===== config.mk =====
export PLATFORM = sky130hd
export DESIGN_NAME = frame_mux_4p_flat
export DESIGN_NICKNAME = d
export VERILOG_FILES = /design/src/rtl/frame_mux_4p_if.sv /design/src/rtl/frame_mux_4p.sv /design/src/flat_wrapper.sv
export SDC_FILE = /design/constraint.sdc
export NUM_CORES = 1
export LEC_CHECK = 0
export CAP_MARGIN = 20
export CORE_AREA = 2 2 101 103
export CTS_CLUSTER_DIAMETER = 80
export DETAILED_ROUTE_END_ITERATION = 12
export DIE_AREA = 0 0 103 105
export PLACE_DENSITY = 0.81
export SYNTH_ARGS = -nofsm -noshare
export SYNTH_HDL_FRONTEND = slang
export SYNTH_SLANG_ARGS = --single-unit

===== constraint.sdc =====
create_clock -name clk -period 3.5 [get_ports clk]
set_clock_uncertainty 0.05 [all_clocks]
set_input_delay 0.7 -clock clk [delete_from_list [all_inputs] [get_ports clk]]
set_output_delay 0.7 -clock clk [all_outputs]
set_load 0.01 [all_outputs]

===== src/rtl/frame_mux_4p_if.sv =====
`default_nettype none
// +--------------------------------------------------------------------------+
// | frame_mux_4p_if : ingress/egress FIFO bus of the 4-port frame mux         |
// | Rev 1.0                                                                    |
// +--------------------------------------------------------------------------+
interface frame_mux_4p_if;
  logic [3:0]  rx_rd;
  logic [31:0] rx_dout;
  logic [3:0]  rx_ptr_rd;
  logic [63:0] rx_ptr_dout;
  logic [3:0]  rx_ptr_empty;
  logic        sfifo_wr;
  logic [7:0]  sfifo_din;
  logic        sfifo_afull;
  logic        ptr_sfifo_wr;
  logic [19:0] ptr_sfifo_din;
  logic        ptr_sfifo_full;
  logic [15:0] drop_cnt;

  modport master (
    output rx_rd, rx_ptr_rd, sfifo_wr, sfifo_din, ptr_sfifo_wr, ptr_sfifo_din, drop_cnt,
    input  rx_dout, rx_ptr_dout, rx_ptr_empty, sfifo_afull, ptr_sfifo_full
  );

  modport slave (
    input  rx_rd, rx_ptr_rd, sfifo_wr, sfifo_din, ptr_sfifo_wr, ptr_sfifo_din, drop_cnt,
    output rx_dout, rx_ptr_dout, rx_ptr_empty, sfifo_afull, ptr_sfifo_full
  );
endinterface
`default_nettype wire


===== src/rtl/frame_mux_4p.sv =====
`default_nettype none
// +--------------------------------------------------------------------------+
// | frame_mux_4p : round-robin merge of 4 MAC receive FIFOs into one FIFO    |
// | Option macro FRAME_MUX_DROP_ERR_EN drains descriptors flagged err.       |
// | Rev 1.0                                                                    |
// +--------------------------------------------------------------------------+
module frame_mux_4p (
  input  wire logic      clk,
  input  wire logic      rstn,
  frame_mux_4p_if.master bus
);
  typedef enum logic [5:0] {
    IDLE    = 6'b000001,
    PTR_RD  = 6'b000010,
    PTR_LAT = 6'b000100,
    XFER    = 6'b001000,
    DRAIN   = 6'b010000,
    COMMIT  = 6'b100000
  } state_t;

  state_t      state_q, state_d;
  logic        arm_q, arm_d;
  logic [1:0]  grant_q, grant_d;
  logic [1:0]  last_grant_q, last_grant_d;
  logic [10:0] len_q, len_d;
  logic [10:0] cnt_q, cnt_d;
  logic [3:0]  prert_q, prert_d;
  logic [3:0]  rx_rd_q, rx_rd_d;
  logic [3:0]  rx_ptr_rd_q, rx_ptr_rd_d;
  logic        sfifo_wr_q, sfifo_wr_d;
  logic        ptr_sfifo_wr_q, ptr_sfifo_wr_d;
  logic [19:0] ptr_sfifo_din_q, ptr_sfifo_din_d;
  logic [15:0] drop_cnt_q, drop_cnt_d;

  logic        rr_found;
  logic [1:0]  rr_pick;
  logic [1:0]  rr_idx;
  logic [15:0] desc;
  logic        err_drop;
  logic        drop_inc;
  logic [3:0]  grant_oh;

  assign desc     = bus.rx_ptr_dout[{grant_q, 4'b0000} +: 16];
  assign grant_oh = 4'b0001 << grant_q;

`ifdef FRAME_MUX_DROP_ERR_EN
  assign err_drop = desc[11];
`else
  // err is deliberately ignored; the AND keeps the bit formally consumed
  assign err_drop = 1'b0 & desc[11];
`endif

  always_comb begin
    rr_found = 1'b0;
    rr_pick  = 2'd0;
    rr_idx   = 2'd0;
    for (int i = 1; i <= 4; i++) begin
      rr_idx = last_grant_q + 2'(i);
      if (!rr_found && !bus.rx_ptr_empty[rr_idx]) begin
        rr_found = 1'b1;
        rr_pick  = rr_idx;
      end
    end
  end

  always_comb begin
    state_d         = state_q;
    arm_d           = 1'b1;
    grant_d         = grant_q;
    last_grant_d    = last_grant_q;
    len_d           = len_q;
    cnt_d           = cnt_q;
    prert_d         = prert_q;
    rx_rd_d         = 4'b0000;
    rx_ptr_rd_d     = 4'b0000;
    ptr_sfifo_wr_d  = 1'b0;
    ptr_sfifo_din_d = ptr_sfifo_din_q;
    drop_inc        = 1'b0;
    // byte data lags its read strobe by one cycle
    sfifo_wr_d      = (state_q == XFER) && (|rx_rd_q);

    unique case (state_q)
      IDLE: begin
        if (arm_q && rr_found && !bus.sfifo_afull && !bus.ptr_sfifo_full) begin
          grant_d     = rr_pick;
          rx_ptr_rd_d = 4'b0001 << rr_pick;
          state_d     = PTR_RD;
        end
      end
      PTR_RD: state_d = PTR_LAT;
      PTR_LAT: begin
        len_d   = desc[10:0];
        prert_d = desc[15:12];
        cnt_d   = 11'd1;
        if (desc[10:0] == 11'd0) begin
          drop_inc     = 1'b1;
          last_grant_d = grant_q;
          state_d      = IDLE;
        end else if (desc[10:0] < 11'd60 || desc[10:0] > 11'd1518 || err_drop) begin
          rx_rd_d = grant_oh;
          state_d = DRAIN;
        end else begin
          rx_rd_d = grant_oh;
          state_d = XFER;
        end
      end
      XFER: begin
        if (|rx_rd_q) begin
          if (cnt_q != len_q) begin
            rx_rd_d = grant_oh;
            cnt_d   = cnt_q + 11'd1;
          end
        end else begin
          // last byte is being written this cycle; descriptor follows it
          ptr_sfifo_wr_d  = 1'b1;
          ptr_sfifo_din_d = {prert_q, grant_oh, 1'b0, len_q};
          state_d         = COMMIT;
        end
      end
      DRAIN: begin
        if (cnt_q == len_q) begin
          drop_inc     = 1'b1;
          last_grant_d = grant_q;
          state_d      = IDLE;
        end else begin
          rx_rd_d = grant_oh;
          cnt_d   = cnt_q + 11'd1;
        end
      end
      COMMIT: begin
        last_grant_d = grant_q;
        state_d      = IDLE;
      end
      default: state_d = IDLE;
    endcase

    drop_cnt_d = (drop_inc && drop_cnt_q != 16'hFFFF) ? drop_cnt_q + 16'd1 : drop_cnt_q;
  end

  always_ff @(posedge clk) begin
    if (rstn) begin
      state_q         <= IDLE;
      arm_q           <= 1'b0;
      grant_q         <= 2'd0;
      last_grant_q    <= 2'd3;
      len_q           <= 11'd0;
      cnt_q           <= 11'd0;
      prert_q         <= 4'd0;
      rx_rd_q         <= 4'b0000;
      rx_ptr_rd_q     <= 4'b0000;
      sfifo_wr_q      <= 1'b0;
      ptr_sfifo_wr_q  <= 1'b0;
      ptr_sfifo_din_q <= 20'd0;
      drop_cnt_q      <= 16'd0;
    end else begin
      state_q         <= state_d;
      arm_q           <= arm_d;
      grant_q         <= grant_d;
      last_grant_q    <= last_grant_d;
      len_q           <= len_d;
      cnt_q           <= cnt_d;
      prert_q         <= prert_d;
      rx_rd_q         <= rx_rd_d;
      rx_ptr_rd_q     <= rx_ptr_rd_d;
      sfifo_wr_q      <= sfifo_wr_d;
      ptr_sfifo_wr_q  <= ptr_sfifo_wr_d;
      ptr_sfifo_din_q <= ptr_sfifo_din_d;
      drop_cnt_q      <= drop_cnt_d;
    end
  end

  assign bus.rx_rd         = rx_rd_q;
  assign bus.rx_ptr_rd     = rx_ptr_rd_q;
  assign bus.sfifo_wr      = sfifo_wr_q;
  assign bus.sfifo_din     = sfifo_wr_q ? bus.rx_dout[{grant_q, 3'b000} +: 8] : 8'h00;
  assign bus.ptr_sfifo_wr  = ptr_sfifo_wr_q;
  assign bus.ptr_sfifo_din = ptr_sfifo_din_q;
  assign bus.drop_cnt      = drop_cnt_q;
endmodule
`default_nettype wire


===== src/flat_wrapper.sv =====
// flat-port wrapper written by rule: the top's interface ports become plain ports
module frame_mux_4p_flat 
  (clk, rstn, bus_rx_rd, bus_rx_ptr_rd, bus_sfifo_wr, bus_sfifo_din, bus_ptr_sfifo_wr, bus_ptr_sfifo_din, bus_drop_cnt, bus_rx_dout, bus_rx_ptr_dout, bus_rx_ptr_empty, bus_sfifo_afull, bus_ptr_sfifo_full);
  frame_mux_4p_if bus_i ();
  input  wire logic clk;
  input  wire logic rstn;
  output wire logic [$bits(bus_i.rx_rd)-1:0] bus_rx_rd;
  output wire logic [$bits(bus_i.rx_ptr_rd)-1:0] bus_rx_ptr_rd;
  output wire logic [$bits(bus_i.sfifo_wr)-1:0] bus_sfifo_wr;
  output wire logic [$bits(bus_i.sfifo_din)-1:0] bus_sfifo_din;
  output wire logic [$bits(bus_i.ptr_sfifo_wr)-1:0] bus_ptr_sfifo_wr;
  output wire logic [$bits(bus_i.ptr_sfifo_din)-1:0] bus_ptr_sfifo_din;
  output wire logic [$bits(bus_i.drop_cnt)-1:0] bus_drop_cnt;
  input wire logic [$bits(bus_i.rx_dout)-1:0] bus_rx_dout;
  input wire logic [$bits(bus_i.rx_ptr_dout)-1:0] bus_rx_ptr_dout;
  input wire logic [$bits(bus_i.rx_ptr_empty)-1:0] bus_rx_ptr_empty;
  input wire logic [$bits(bus_i.sfifo_afull)-1:0] bus_sfifo_afull;
  input wire logic [$bits(bus_i.ptr_sfifo_full)-1:0] bus_ptr_sfifo_full;
  assign bus_rx_rd = bus_i.rx_rd;
  assign bus_rx_ptr_rd = bus_i.rx_ptr_rd;
  assign bus_sfifo_wr = bus_i.sfifo_wr;
  assign bus_sfifo_din = bus_i.sfifo_din;
  assign bus_ptr_sfifo_wr = bus_i.ptr_sfifo_wr;
  assign bus_ptr_sfifo_din = bus_i.ptr_sfifo_din;
  assign bus_drop_cnt = bus_i.drop_cnt;
  assign bus_i.rx_dout = bus_rx_dout;
  assign bus_i.rx_ptr_dout = bus_rx_ptr_dout;
  assign bus_i.rx_ptr_empty = bus_rx_ptr_empty;
  assign bus_i.sfifo_afull = bus_sfifo_afull;
  assign bus_i.ptr_sfifo_full = bus_ptr_sfifo_full;
  frame_mux_4p u_core (.clk(clk), .rstn(rstn), .bus(bus_i));
endmodule

Run 1, cell outlines without signal wires:
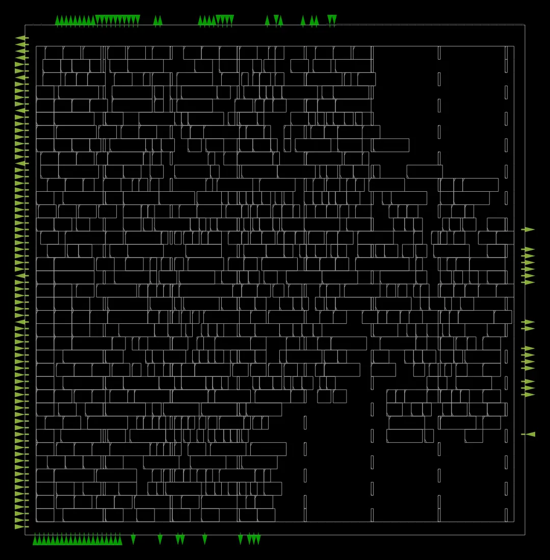
Seq area share: 26.7%
Layout fillers: 807
Seq cells: 82
n_taps: 133
final non-filler cell total: 777

Run 1, routed metal, one color a layer:
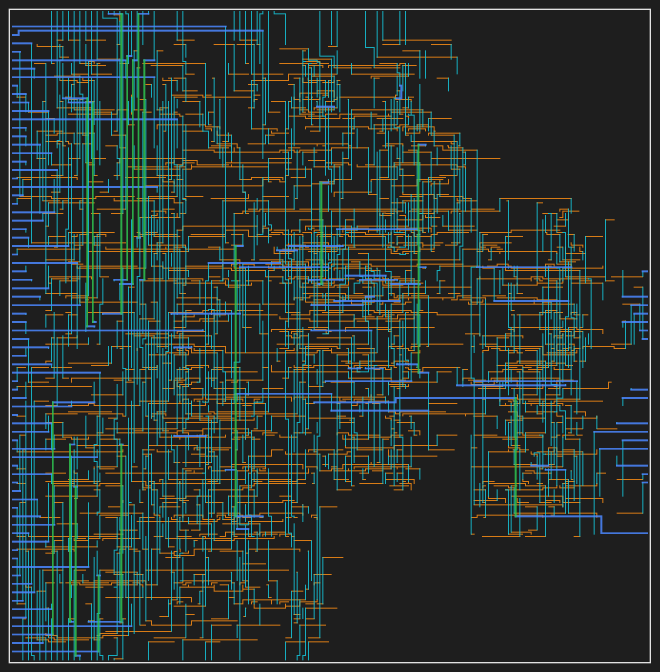
M4 -> green  # wire length 513 um
M1 -> orange  # wire length 4650 um
M2 -> cyan  # wire length 6090 um
M3 -> blue  # wire length 902 um
wire per inst: 15.6 um
via count: 4344
drt total wl: 12200 um

Run 1, placed cells, one color a class:
Fill, decap, tap and diode cells in gray.
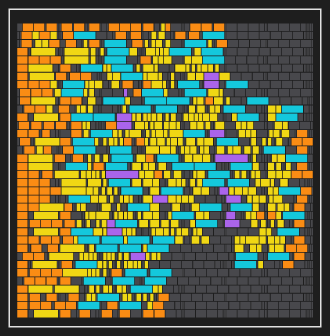
registers -> cyan  # cells 82, share of their area 27%
remaining buffers and delay cells -> orange  # cells 165, share of their area 27%
remaining logic cells -> yellow  # cells 381, share of their area 42%
clock drivers and dummy loads -> purple  # cells 16, share of their area 3.8%

Run 1, nets reached from selected ports:
The bar under the picture is 20 um long.
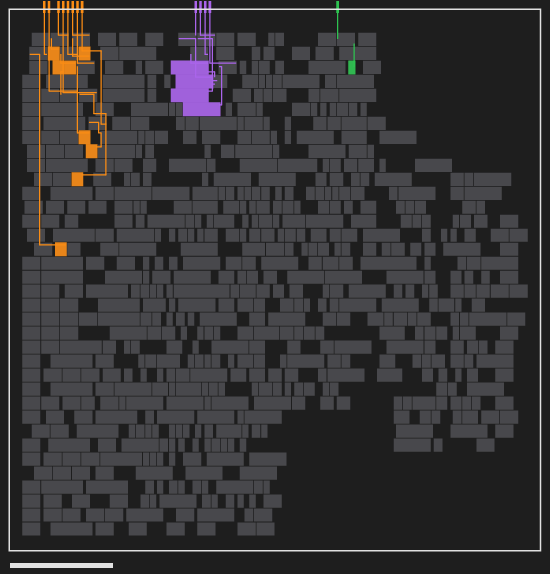
bus_rx_rd -> purple  # direction output, edge top, end cells 4, buffers 4, wire 81.2 um
bus_sfifo_din -> orange  # direction output, edge top, end cells 8, buffers 8, wire 228 um
bus_sfifo_afull -> green  # direction input, edge top, end cells 1, buffers 1, wire 9.70 um
Ports: 158
PortBufs: 152

==> impl_metrics.toml, run 1 <==
# synthesis and place-and-route metrics
[cells_and_area]
final_design_area_no_fill_um2 = 6160
buffers = 165
area.growth.synth_to_final_pct = 43.3
layout_top_cell = "clkdlybuf4s50_1"
drive_gt1_share_pct = 9.32
largestClassByArea = "combinational gates"
layout_top_cells = "151 x clkdlybuf4s50_1, 81 x nand2_1, 81 x dfxtp_1"
nets = 745
comb_area_share_pct = 40.5
final_util_pct = 63.9
final-seq-area_um2 = 1640
inverters = 4
antenna_cells = 0
buffer_area_share_pct = 26.2
clk_share_pct = 3.68
largest_reg_flops = 19
clkbuf_count = 11
comb_area_um2 = 2500
logic_gate_count = 377

[final_timing]
min_period_ns = 3.25
setup_violations = 0
finalMaxSlewViolations = 0
tightest_slew_ns = 0.680
finalClockPeriodUsage_pct = 92.8
finalHoldViolations = 0
fin_tns_setup_ns = 0
fin_hold_ws_ns = 0.403
fin_ws_ns = 0.252
rsz0062_at_grt = "no"
maxSlewHeadroom_pct = 54.7
fmax_mhz = 308

[worst_setup_path]
crit_type = "flop to output pin"
worstPathArrival_ns = 2.50
rrSetupSlack_ns = 0.49
crit_end = "bus_sfifo_din[3]"
crit_cells = 4
critPathRequiredTime_ns = 2.75
startpoint = "u_core.grant_q[0]"
slowest_stage = "dfxtp_2"
reg2regPathDepth = 8
path_max_fanout = 20
rr_startpoint = "u_core.grant_q[0]"
cp-start-kind = "flop"
critPathTopFamily = "buffers and inverters"
critPathBufInv = 2
worstSetupEndpointType = "output pin"
worstPathCellList = "buf_4 -> mux4_2 -> and2_1 -> clkdlybuf4s50_1"
crit_path_max_incr_delay_ns = 0.64
r2r-end = "u_core.bus.drop_cnt[0]"

[clocking]
clk_pin_slew_ns = 0.09
cts_tree = "built"
cts_root_buf = "clkbuf_8"
cts_setup_buffers = 0
cts_resized = 0
cts_inserted_buffers = 9
holdBufCountCts = 0
clockBufferDepth = 2
clock-sinks = 82
htreeDepth = 3
clkLatencyLatePin_ns = 0.35

[synth]
synth_top_area_share_pct = 38.2
syn_area_um2 = 4300
synth.cellmix.simpleShare_pct = 26.2
synth_top_cell_by_count = "dfxtp_1"
ys_sh_adder_pct = 0.582
ys_warn_count = 0
xor_area_share_pct = 2.65
synth_cells = 496
flop_cell = "dfxtp_1"
yosysUniqueCellTypes = 49
aoi_share_pct = 15.4
top_cells_by_count = "82 x dfxtp_1, 81 x nand2_1, 63 x a21oi_1"
ys.flops = 82
synth_chip_area_um2 = 4300
avgSynthCellArea_um2 = 8.67
async_flop_share_pct = 0
largest_area_cell = "dfxtp_1"
ys_cells = 496
synth-edff-count = 0
ys_sh_mux_pct = 13.0
topCombFamilyByArea = "simple AND/OR/NAND/NOR gates"
fp_nets = 602
area_leaders = "dfxtp_1 38%, mux4_2 12%, a21oi_1 7.3%, nand2_1 7.1%, nor2_1 3.0%"
ys_seq_share_pct = 38.2

[detailed_routing]
drc = 0
wl_met2_um = 6090
met3_length_um = 902
drt_iter0_drc = 252
wirelength_met1_um = 4650
drt-vias-per-instance = 5.59
drtPass1Iterations = 5
top_layer = "met4"
ant_nets = 0

[flow_run]
tool_warnings = 30
maxCapViolCount = 0

[grt]
grt_pass1_wl_um = 19900
grt_overflow_total = 0
met1_usage_pct = 26.3
use_met2_pct = 39.0
antenna_found_initial = 0
grt_pass1_vias = 4183
grt_max_degree = 37
grt_use_total_pct = 23.1
gr-usage-met3_pct = 5.75
busiest_layer = "met2"

[floorplan]
fp.coreArea_um2 = 9640
fp_util_pct = 44.6
die_h_um = 105
rows = 36
dieArea_um2 = 10800
chipWidth_um = 103

[outcome]
status = "finished, final reports clean"

[power]
p_leak_nw = 2.08
p_seq_share_pct = 48.7
p_seq_uw = 941
netSwitchingFraction_pct = 22.3
finalPower_mw = 1.93
powerComb_uw = 211
ir_worst_vdd_v = 0.000162
maxPowerGroup = "sequential cells"
p_sw_uw = 430
combPwrFrac_pct = 10.9
p_clk_uw = 781
cellPowerDensity_nw_per_um2 = 314
intPower_mw = 1.50
clkPwrFrac_pct = 40.4

[worst_hold_path]
hp-class = "flop to flop"
hold_end = "u_core.bus.ptr_sfifo_din[19]"
whs_path_depth = 2
holdCritStartpoint = "u_core.prert_q[3]"

[placed_design]
globalplace.congestion = 0.870
dp_hpwl_um = 9510
place_ws_ns = 0.109
placedCellCount = 761
place_area_um2 = 5930
==> inputs of run 2 (changes only) <==
--- a/config.mk
+++ b/config.mk
@@ -5,12 +5,11 @@
 export SDC_FILE = /design/constraint.sdc
 export NUM_CORES = 1
 export LEC_CHECK = 0
-export CAP_MARGIN = 20
-export CORE_AREA = 2 2 101 103
+export CORE_AREA = 2 2 98 100
 export CTS_CLUSTER_DIAMETER = 80
 export DETAILED_ROUTE_END_ITERATION = 12
-export DIE_AREA = 0 0 103 105
-export PLACE_DENSITY = 0.81
+export DIE_AREA = 0 0 100 102
+export PLACE_DENSITY = 0.85
 export SYNTH_ARGS = -nofsm -noshare
 export SYNTH_HDL_FRONTEND = slang
 export SYNTH_SLANG_ARGS = --single-unit
==> constraint.sdc (replaced) <==
create_clock -name clk -period 4.1 [get_ports clk]
set_clock_uncertainty 0.05 [all_clocks]
set_input_delay 0.82 -clock clk [delete_from_list [all_inputs] [get_ports clk]]
set_output_delay 0.82 -clock clk [all_outputs]
set_load 0.01 [all_outputs]
Run 2, routed metal, one color a layer:
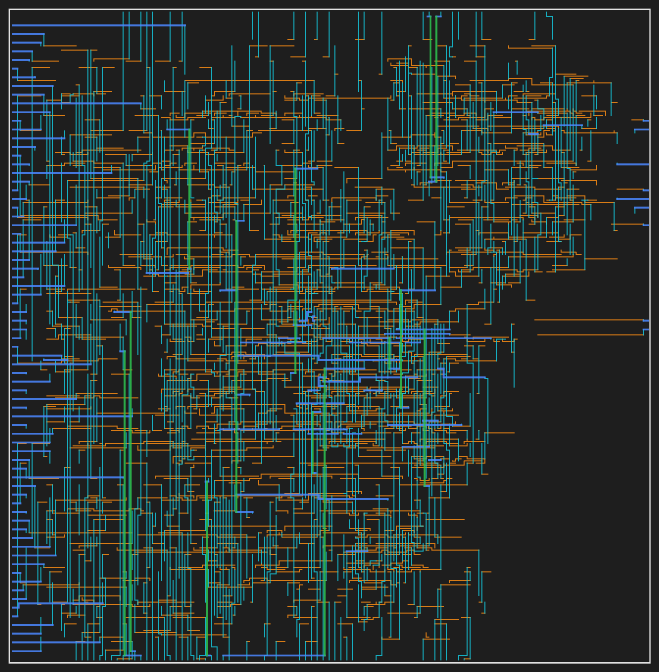
M4 -> green  # wire length 380 um
M1 -> orange  # wire length 4590 um
M3 -> blue  # wire length 692 um
M2 -> cyan  # wire length 6530 um
wire per inst: 16.2 um
gr usage total: 24.2%

Run 2, nets reached from selected ports:
The bar under the picture is 20 um long.
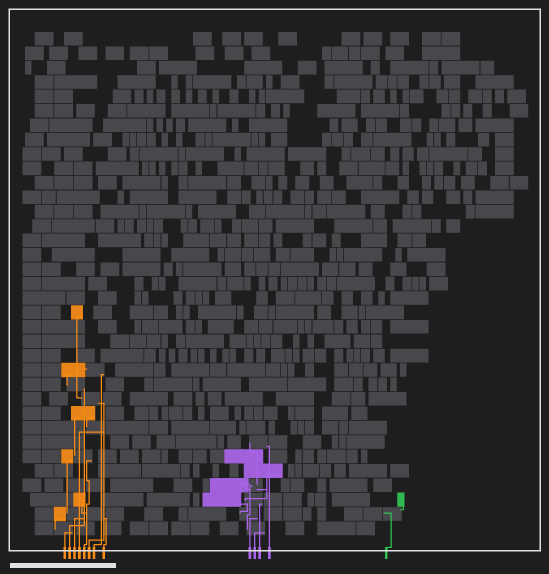
bus_sfifo_afull -> green  # direction input, edge bottom, end cells 1, buffers 1, wire 11.1 um
bus_sfifo_din -> orange  # direction output, edge bottom, end cells 8, buffers 8, wire 212 um
bus_rx_rd -> purple  # direction output, edge bottom, end cells 4, buffers 4, wire 81.7 um

Run 2, placed cells, one color a class:
Fill, decap, tap and diode cells in gray.
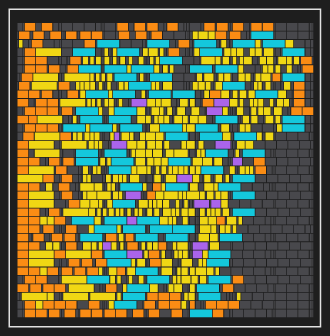
core area: 9110 um^2
Finished Cell Area: 6060 um^2
final core utilization: 66.5%
Seq area share: 27.1%
num rows: 35

==> impl_metrics.toml, run 2 <==
# synthesis and place-and-route metrics
[cells_and_area]
antenna_cells = 1
seq_cells = 82
comb_area_um2 = 2500
final-seq-area_um2 = 1640
layout_top_cell = "clkdlybuf4s50_1"
largestClassByArea = "combinational gates"
clkbuf_count = 10
stdcell_count = 751
logic_gate_count = 377
buffers = 160
nets = 740
drive_gt1_share_pct = 8.76
layout_top_cells = "151 x clkdlybuf4s50_1, 81 x nand2_1, 81 x dfxtp_1"
comb_area_share_pct = 41.2
fillers = 734
area.growth.synth_to_final_pct = 40.9
buffer_area_share_pct = 26.0
clk_share_pct = 3.06
largest_reg_flops = 19
inverters = 4

[placed_design]
placedCellCount = 734
dp_hpwl_um = 9520
globalplace.congestion = 0.939
place_ws_ns = 0.495

[synth]
synth_cells = 496
syn_area_um2 = 4300
ys_sh_mux_pct = 13.0
async_flop_share_pct = 0
flop_cell = "dfxtp_1"
ys_sh_adder_pct = 0.582
largest_area_cell = "dfxtp_1"
synth-edff-count = 0
ys_warn_count = 0
ys_seq_share_pct = 38.2
fp_nets = 602
synth.cellmix.simpleShare_pct = 26.2
top_cells_by_count = "82 x dfxtp_1, 81 x nand2_1, 63 x a21oi_1"
ys_cells = 496
synth_chip_area_um2 = 4300
ys.flops = 82
avgSynthCellArea_um2 = 8.67

[flow_run]
maxCapViolCount = 0

[worst_hold_path]
whs_path_depth = 2
hp-class = "flop to flop"
hold_end = "u_core.bus.ptr_sfifo_din[5]"
holdCritStartpoint = "u_core.bus.ptr_sfifo_din[5]"

[detailed_routing]
routed-via-count = 4400
drt_iter0_drc = 308
met3_length_um = 692
top_layer = "met4"
ant_nets = 0
drt-vias-per-instance = 5.86
wl_met2_um = 6530
wirelength_met1_um = 4590
drc = 0
drt_wl_total_um = 12200

[worst_setup_path]
rr_startpoint = "u_core.grant_q[0]"
worstSetupEndpointType = "output pin"
crit_type = "flop to output pin"
path_max_fanout = 21
crit_path_max_incr_delay_ns = 0.76
crit_end = "bus_sfifo_din[5]"
worstPathArrival_ns = 2.59
startpoint = "u_core.grant_q[0]"
cp-start-kind = "flop"
worstPathCellList = "buf_4 -> mux4_2 -> and2_1 -> clkdlybuf4s50_1"
critPathTopFamily = "buffers and inverters"
critPathBufInv = 2
crit_cells = 4
critPathRequiredTime_ns = 3.23
slowest_stage = "dfxtp_2"

[grt]
gr-usage-met3_pct = 3.90
grt_pass1_wl_um = 19700
grt_overflow_total = 0
met1_usage_pct = 27.5
busiest_layer = "met2"
antenna_found_initial = 1
grt_max_degree = 36
use_met2_pct = 45.4

[clocking]
cts_tree = "built"
clkLatencyLatePin_ns = 0.35
clock-sinks = 82
cts_root_buf = "clkbuf_8"
cts_setup_buffers = 0
htreeDepth = 3
holdBufCountCts = 0
clockBufferDepth = 2
cts_resized = 0

[final_timing]
tightest_slew_ns = 0.670
maxSlewHeadroom_pct = 55.3
fin_hold_ws_ns = 0.411
setup_violations = 0
finalHoldViolations = 0
min_period_ns = 3.46
fin_ws_ns = 0.641
fmax_mhz = 289

[power]
p_clk_uw = 551
finalPower_mw = 1.53
clkPwrFrac_pct = 35.9
netSwitchingFraction_pct = 24.3
powerComb_uw = 178
maxPowerGroup = "sequential cells"
cellPowerDensity_nw_per_um2 = 253
p_seq_uw = 803
ir_worst_vdd_v = 0.000139
p_seq_share_pct = 52.4
p_leak_nw = 2.04

[floorplan]
dieArea_um2 = 10200
die_h_um = 102
chipWidth_um = 100
fp_util_pct = 47.2
pin_count = 158

[outcome]
status = "finished, final reports clean"
